File: src/rtl/tlut_pkg.sv
// Shared types for the temporal-LUT stages: sequencer state enum and default lane geometry.
// Lane geometry comes from the project-wide DEF macros when present.
`ifndef DIM_C
`define DIM_C 2
`endif
`ifndef WEIGHT_WIDTH
`define WEIGHT_WIDTH 8
`endif
`ifndef ACC_WIDTH
`define ACC_WIDTH 20
`endif

package tlut_pkg;

    localparam int unsigned DefDimC        = `DIM_C;
    localparam int unsigned DefWeightWidth = `WEIGHT_WIDTH;
    localparam int unsigned DefAccWidth    = `ACC_WIDTH;
    localparam int unsigned DefActWidth    = 4;

    typedef logic [DefDimC-1:0][DefWeightWidth-1:0] weight_vec_t;
    typedef logic [DefDimC-1:0][DefAccWidth-1:0]    sum_vec_t;

    typedef enum logic [1:0] {
        StIdle,
        StStream,
        StFlush,
        StOut
    } seq_state_t;

endpackage

File: src/rtl/tlut_pulse_counter.sv
// Loadable down-counter that paces pulse trains in temporal stages.
module tlut_pulse_counter #(
    parameter int unsigned Width = 4
) (
    input  logic             clk,
    input  logic             rst_n,
    input  logic             load_i,
    input  logic [Width-1:0] load_val_i,
    input  logic             dec_i,
    output logic [Width-1:0] value_o,
    output logic             is_one_o
);

    logic [Width-1:0] cnt_d, cnt_q;

    always_comb begin
        cnt_d = cnt_q;
        if (load_i) begin
            cnt_d = load_val_i;
        end else if (dec_i && (cnt_q != '0)) begin
            // Saturate at zero so a stray decrement cannot wrap into a long train.
            cnt_d = cnt_q - Width'(1);
        end
    end

    always_ff @(posedge clk or negedge rst_n) begin
        if (!rst_n) begin
            cnt_q <= '0;
        end else begin
            cnt_q <= cnt_d;
        end
    end

    assign value_o  = cnt_q;
    assign is_one_o = (cnt_q == Width'(1));

endmodule

File: src/rtl/tlut_weight_sequencer.sv
// Drives an accumulator with A enabled cycles of W per term, then captures,
// clears and hands off the dot-product sums under valid/ready.
module tlut_weight_sequencer
    import tlut_pkg::*;
#(
    parameter int unsigned DIM_C        = DefDimC,
    parameter int unsigned WEIGHT_WIDTH = DefWeightWidth,
    parameter int unsigned ACC_WIDTH    = DefAccWidth,
    parameter int unsigned ACT_WIDTH    = DefActWidth
) (
    input  logic                          clk,
    input  logic                          rst_n,
    input  logic                          in_valid_i,
    output logic                          in_ready_o,
    input  logic [ACT_WIDTH-1:0]          in_act_i,
    input  logic [DIM_C*WEIGHT_WIDTH-1:0] in_weight_i,
    input  logic                          in_last_i,
    output logic                          acc_enable_o,
    output logic                          acc_clear_o,
    output logic [DIM_C*WEIGHT_WIDTH-1:0] acc_val_o,
    input  logic [DIM_C*ACC_WIDTH-1:0]    acc_sum_i,
    output logic                          out_valid_o,
    input  logic                          out_ready_i,
    output logic [DIM_C*ACC_WIDTH-1:0]    out_sum_o
);

    seq_state_t                    state_d, state_q;
    logic [DIM_C*WEIGHT_WIDTH-1:0] weight_d, weight_q;
    logic                          last_d, last_q;
    logic [DIM_C*ACC_WIDTH-1:0]    out_sum_d, out_sum_q;

    logic                 cnt_load;
    logic                 cnt_dec;
    logic [ACT_WIDTH-1:0] cnt_value;
    logic                 cnt_is_one;

    tlut_pulse_counter #(
        .Width (ACT_WIDTH)
    ) u_pulse_counter (
        .clk        (clk),
        .rst_n      (rst_n),
        .load_i     (cnt_load),
        .load_val_i (in_act_i),
        .dec_i      (cnt_dec),
        .value_o    (cnt_value),
        .is_one_o   (cnt_is_one)
    );

    always_comb begin
        state_d      = state_q;
        weight_d     = weight_q;
        last_d       = last_q;
        out_sum_d    = out_sum_q;
        cnt_load     = 1'b0;
        cnt_dec      = 1'b0;
        in_ready_o   = 1'b0;
        acc_enable_o = 1'b0;
        acc_clear_o  = 1'b0;
        out_valid_o  = 1'b0;

        unique case (state_q)
            StIdle: begin
                in_ready_o = 1'b1;
                if (in_valid_i) begin
                    weight_d = in_weight_i;
                    last_d   = in_last_i;
                    cnt_load = 1'b1;
                    if (in_act_i != '0) begin
                        state_d = StStream;
                    end else if (in_last_i) begin
                        state_d = StFlush;
                    end
                end
            end
            StStream: begin
                acc_enable_o = 1'b1;
                cnt_dec      = 1'b1;
                if (cnt_is_one) begin
                    state_d = last_q ? StFlush : StIdle;
                end
            end
            StFlush: begin
                // The accumulator clears at this cycle's edge, after the sum is captured.
                acc_clear_o = 1'b1;
                out_sum_d   = acc_sum_i;
                state_d     = StOut;
            end
            StOut: begin
                out_valid_o = 1'b1;
                if (out_ready_i) begin
                    state_d = StIdle;
                end
            end
            default: begin
                state_d = StIdle;
            end
        endcase

        acc_val_o = acc_enable_o ? weight_q : '0;
    end

    always_ff @(posedge clk or negedge rst_n) begin
        if (!rst_n) begin
            state_q   <= StIdle;
            weight_q  <= '0;
            last_q    <= 1'b0;
            out_sum_q <= '0;
        end else begin
            state_q   <= state_d;
            weight_q  <= weight_d;
            last_q    <= last_d;
            out_sum_q <= out_sum_d;
        end
    end

    assign out_sum_o = out_sum_q;

`ifndef SYNTHESIS
    a_en_clr_excl : assert property (@(posedge clk) disable iff (!rst_n)
        !(acc_enable_o && acc_clear_o));
    a_stream_cnt : assert property (@(posedge clk) disable iff (!rst_n)
        (state_q == StStream) |-> (cnt_value != '0));
`endif

endmodule

File: config.mk
export PLATFORM = sky130hd
export DESIGN_NAME = tlut_weight_sequencer
export DESIGN_NICKNAME = d
export VERILOG_FILES = /design/src/rtl/tlut_pkg.sv /design/src/rtl/tlut_pulse_counter.sv /design/src/rtl/tlut_weight_sequencer.sv
export SDC_FILE = /design/constraint.sdc
export NUM_CORES = 1
export LEC_CHECK = 0
export CORE_ASPECT_RATIO = 1.75
export CORE_UTILIZATION = 30
export DETAILED_ROUTE_END_ITERATION = 7
export GPL_ROUTABILITY_DRIVEN = 0
export PLACE_DENSITY = 0.72
export SETUP_SLACK_MARGIN = 0.02
export SLEW_MARGIN = 20
export SYNTH_ARGS = -nofsm -noshare
export SYNTH_HDL_FRONTEND = slang
export SYNTH_SLANG_ARGS = --single-unit
File: constraint.sdc
create_clock -name clk -period 2.2 [get_ports clk]
set_input_delay 0.44 -clock clk [delete_from_list [all_inputs] [get_ports clk]]
set_output_delay 0.44 -clock clk [all_outputs]
set_load 0.01 [all_outputs]
run_1/floorplan.png
Bar = 20 µm. Pins as bars on the die edge.
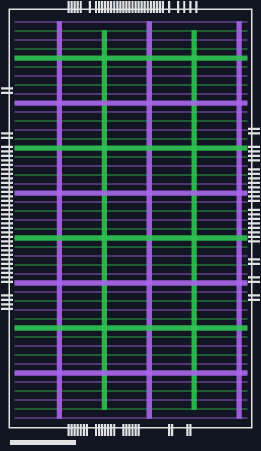
net	color
VDD	green
VSS	purple
met5 straps	8
rows	44
met4 straps	5
met1 rails	45
Die Wd: 72.88 µm
core region area: 8423 µm²
largest voltage drop on the vdd net: 0.0007858 V

run_1/class_map.png
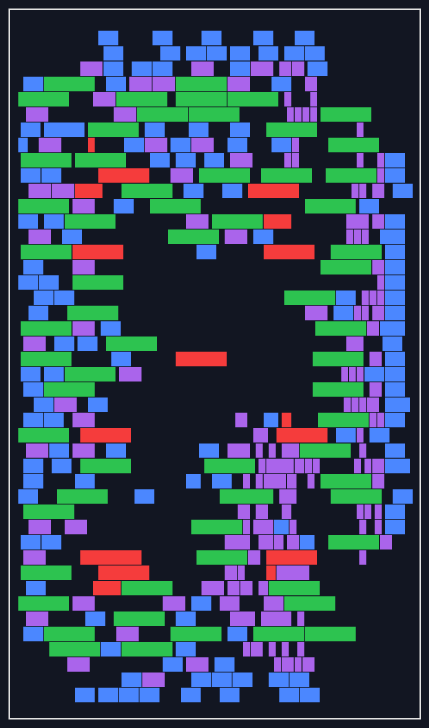
class	color	cells
clock drivers and dummy loads	red	16
registers	green	63
remaining buffers and delay cells	blue	129
remaining logic cells	purple	146
# rows: 44
Final Util: 0.5177

run_1/clock_wires.png
Bar = 20 µm.
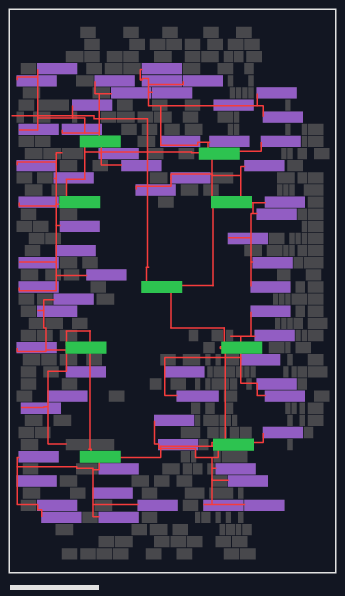
[clock wires] red | length: 844 µm
[flip-flops] purple | count: 63
[clock-net drivers] green | count: 9
flops lie	widely spread
clk pwr: 0.00144 W
clock network fraction of design power: 0.226
Clock Skews: 0.003553 ns

==> reports/results.tsv, run 1 <==
metric	value	unit
outcome	finished, final reports clean	
critPathLaunchType	register	
crit_startpoint	state_q[0]$_DFFE_PN0P_	
route.layer.met1.wl	2223	µm
post_synth_num_cell_types	30	
drt_pass1_iterations	4	
preCtsSetupSlack	0.2278	ns
clkSlewWorstSetupHoldPaths	0.05	ns
class_of_the_worst_hold_path	input port to async pin	
ff2ff_setup_slack	0.49	ns
final.min_clock_period	2.127	ns
post_route_cells_drive_above_1_share	0.1977	
yosys-dominant-comb-family	multiplexers	
openroad.warnings	27	
worst_relative_slew_slack	0.6365	
met3_usage	0.05680	
xor_and_xnor_fraction_of_the_mapped_netlist_area	0	
dominant_power_group	combinational logic	
final_layout_top_logic_cell	sky130_fd_sc_hd__clkdlybuf4s50_1	
tritoncts	done	
critPathMaxFanout	6	
post_synthesis_adder_cell_area_fraction	0.009488	
largest_register_ff_count	40	
cts_root_buffer	sky130_fd_sc_hd__clkbuf_16	
post_synth_ao_oa_area_fraction	0.03463	
setup_tns	0	ns
antenna_cells_inserted	0	
setup.worst_path.class	register to primary output	
ff2ff_path_depth	6	
global_route.peak_usage_layer	met2	
postPlaceCellArea	4014	µm²
cp_data_arrival_time	1.69	ns
finalHoldViolations	0	
avgRoutedWirePerCell	13.62	µm
synth.yosys.num_cells	218	
netlist_area	2638	µm²
met2_usage	0.2683	
worstSetupEndpointType	primary output	
timing.final.max_slew_violations	0	
layout_overhead_on_the_synthesized_area	65.32	%
port_buffers	124	
initial_antenna_violation_count	0	
numPlacedInstances	451	
grt_setup_unrepaired	false	
nFillCells	756	
avgSynthCellArea	12.10	µm²
[run 1: critical path: stages, from the launching register on]
cell and delay [ns]:
sky130_fd_sc_hd__dfrtp_2 0.46, sky130_fd_sc_hd__nor2_1 0.30, sky130_fd_sc_hd__clkdlybuf4s50_1 0.61
[run 1: cell type report]
type                       instances  share of cell area
clock buffer                      13             0.06198
tap                              115             0.03300
multi-input combinational        139              0.2284
timing repair buffer             129              0.2973
timing repair inverter             1            0.002009
inverter                           6            0.006313
sequential                        63              0.3618
clock inverter                     3            0.009182
[run 1: logic make-up (layout without fill, tap and decap cells)]
logic type	after synthesis	after routing
and+or+nand+nor	83	83
AOI/OAI and AO/OA	11	11
adders and majority gates	2	2
muxes	43	43
buffers and inverters	16	152
DFF	63	63
[run 1: cells in the mapped netlist, drive strengths merged]
cell     n  area, µm²
clkinv   1      5.000
nor3     2      10.01
and2    17      106.4
nor3b    1      7.510
o22ai    1      6.260
o221a    1      11.26
inv      5      18.77
a31oi    1      6.260
o21ai    2      21.27
a32oi    1      8.760
nand2   53      198.9
a21oi    2      10.01
a221o    2      20.02
or3      2      12.51
o211ai   1      7.510
clkbuf   1      3.750
nor4     1      6.260
ha       2      25.02
mux2i    1      10.01
mux2    42      476.7
nand2b   3      21.27
dfrtp   63       1577
buf      9      47.55
nor2     3      13.77
and3     1      6.260
[run 1: through the flow]
stage          hold WS [ns]    util
2_1_floorplan        0.1444       -
3_3_place_gp         0.4500  0.4765
5_1_grt              0.1545  0.5177
6_report             0.1261  0.5177
4_1_cts              0.1328  0.5154
3_5_place_dp         0.4548  0.4765
[run 1: repair_timing]
action                                 CTS  global route
resized                                  3             5
endpoints found under the hold margin    0             0
gates cloned                             1             0
pin swaps                                0             0
buffers inserted                         0             1
setup endpoints to repair               17            17
==> run 2, diff against run 1 <==
--- a/config.mk
+++ b/config.mk
@@ -6,6 +6,7 @@
 export NUM_CORES = 1
 export LEC_CHECK = 0
 export CORE_ASPECT_RATIO = 1.75
+export CORE_MARGIN = 2
 export CORE_UTILIZATION = 30
 export DETAILED_ROUTE_END_ITERATION = 7
 export GPL_ROUTABILITY_DRIVEN = 0
run_2/clock_wires.png
Bar = 20 µm.
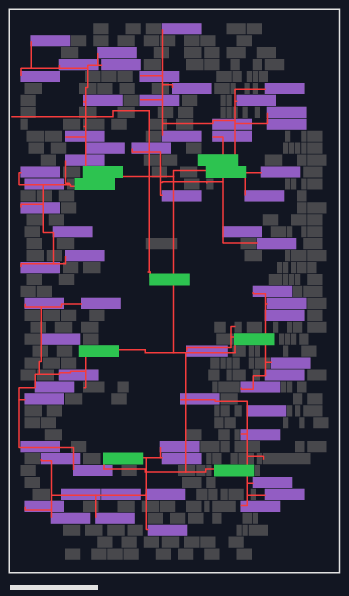
[flip-flops] purple | count: 63
[clock-net drivers] green | count: 9
[clock wires] red | length: 830 µm
flops lie	widely spread
routed clock nets	10
clk pwr: 0.00139 W
worst-skew pair later-pin latency: 0.32 ns

==> reports/results.tsv, run 2 <==
metric	value	unit	change
openroad.warnings	27		unchanged
timing.max_cap.violations	0		
class_of_the_worst_hold_path	input port to async pin		
met2_usage	0.2611		-0.007185
antenna_cells_inserted	0		unchanged
cts-buffers-inserted	9		
power.sequential.fraction	0.329		
avgRoutedWirePerCell	13.94	µm	+2.3%
cp_data_arrival_time	1.64	ns	-0.05 ns
final.min_clock_period	2.081	ns	-0.04629 ns
tritoncts	done		
post_route_cells_drive_above_1_share	0.1983		+0.0005602
drt_pass1_iterations	4		unchanged
dominant_power_group	combinational logic		
met3_usage	0.05975		+0.002948
postPlaceCellArea	4016	µm²	about the same
worstSetupEndpointType	primary output		
setup_tns	0	ns	unchanged
layout_overhead_on_the_synthesized_area	66.08	%	
port_buffers	124		unchanged
ctsResizeCount	4		+1
setup.worst_path.class	register to primary output		
largest_register_ff_count	40		unchanged
clkSlewWorstSetupHoldPaths	0.05	ns	about the same
netlist_area	2638	µm²	unchanged
critPathLaunchType	register		
yosys-dominant-comb-family	multiplexers		
final.setup_skew	0.004941	ns	+0.001388 ns
nFillCells	789		+4.4%
netlist.top_cell.by_instances	sky130_fd_sc_hd__dfrtp_1		
post_synth_ao_oa_area_fraction	0.03463		unchanged
preCtsSetupSlack	0.2214	ns	-0.006408 ns
ys_top_cells_by_area	sky130_fd_sc_hd__dfrtp_1, sky130_fd_sc_hd__mux2_2, sky130_fd_sc_hd__nand2_1		
global_route.peak_usage_layer	met2		
initial_antenna_violation_count	0		unchanged
post_synth_num_cell_types	30		unchanged
xor_and_xnor_fraction_of_the_mapped_netlist_area	0		unchanged
die-width	74.88	µm	+2.7%
outcome	finished, final reports clean		
dominantRegCellSynth	sky130_fd_sc_hd__dfrtp_1		
post_synthesis_adder_cell_area_fraction	0.009488		unchanged
final_layout_top_logic_cell	sky130_fd_sc_hd__clkdlybuf4s50_1		
cts.repair_timing.setup_buffer_count	0		unchanged
drc	0		
finalHoldViolations	0		unchanged
critPathMaxFanout	6		unchanged
timing.final.max_slew_violations	0		unchanged
worst_relative_slew_slack	0.5117		-0.1248
ff2ff_path_depth	6		unchanged
synth.yosys.num_cells	218		unchanged
vdd.ir_drop.worst	0.0008051	V	+2.5%
power_frac_clock	0.221		-0.005
run_2/class_map.png
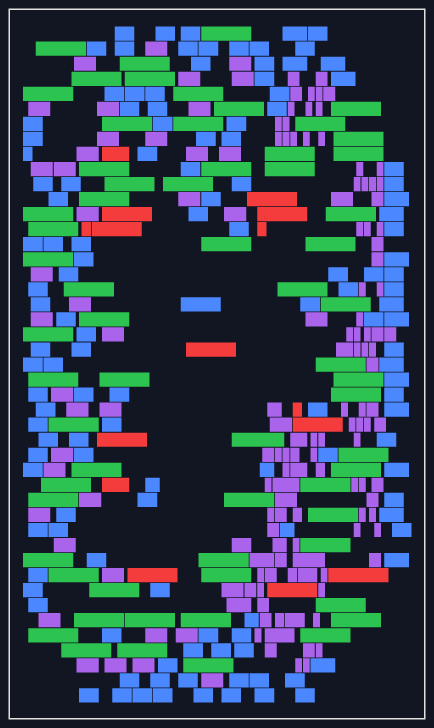
class	color	cells
remaining buffers and delay cells	blue	129
registers	green	63
clock drivers and dummy loads	red	15
remaining logic cells	purple	146
register fraction of the total cell area: 0.3602
Final Cell Area: 4380 µm²
core region area: 8615 µm²
# rows: 45
Final Util: 0.5085

## run 2: cell counts after synthesis
Identical to the previous run, type by type.
## run 2: kinds of logic after synthesis
| kind of cell | after synthesis |
|---|---|
| and+or+nand+nor | 83 |
| DFF | 63 |
| muxes | 43 |
| buffers and inverters | 16 |
| AOI/OAI and AO/OA | 11 |
| adders and majority gates | 2 |
## run 2: critical path: stages (launching register included)
cell and delay (ns):
sky130_fd_sc_hd__dfrtp_2 0.46, sky130_fd_sc_hd__nor2_1 0.27, sky130_fd_sc_hd__clkdlybuf4s50_1 0.60
## run 2: final timing paths
kind                       slack [ns]                                   start                                endpoint
hold reg to reg                  0.46                 weight_q[3]$_DFFE_PN0P_                 weight_q[3]$_DFFE_PN0P_
max in group asynchronous        1.37                                   rst_n                  state_q[0]$_DFFE_PN0P_
hold / removal                   0.18                                   rst_n               out_sum_o[28]$_DFFE_PN0P_
min in group clk                 0.46                 weight_q[3]$_DFFE_PN0P_                 weight_q[3]$_DFFE_PN0P_
setup / recovery                 0.12                  state_q[0]$_DFFE_PN0P_                              in_ready_o
setup reg to reg                 0.46  u_pulse_counter.value_o[0]$_DFFE_PN0P_  u_pulse_counter.value_o[3]$_DFFE_PN0P_
## run 2: layout make-up
type                    count  area share
multi-input cells         139      0.2274
well taps                 117     0.03342
clock buffers              11     0.05770
repair buffers            129      0.3028
clock inverters             4     0.01028
repair inverters            1    0.001999
flip-flops and latches     63      0.3602
inverters                   6    0.006284
## run 2: stage by stage
step                      instances  utilization  hold slack (ns)  total power, W
after CTS                       469       0.5030           0.2004        0.006414
after detailed placement        453       0.4662           0.4545        0.004927
after global routing            470       0.5085           0.2353        0.006695
after floorplan                 218            -           0.1444        0.003470
final                           470       0.5085           0.1827        0.006290
after global placement          453       0.4662           0.4502        0.004841
Power figures rest on the tool's default switching activity, not on a simulated workload.
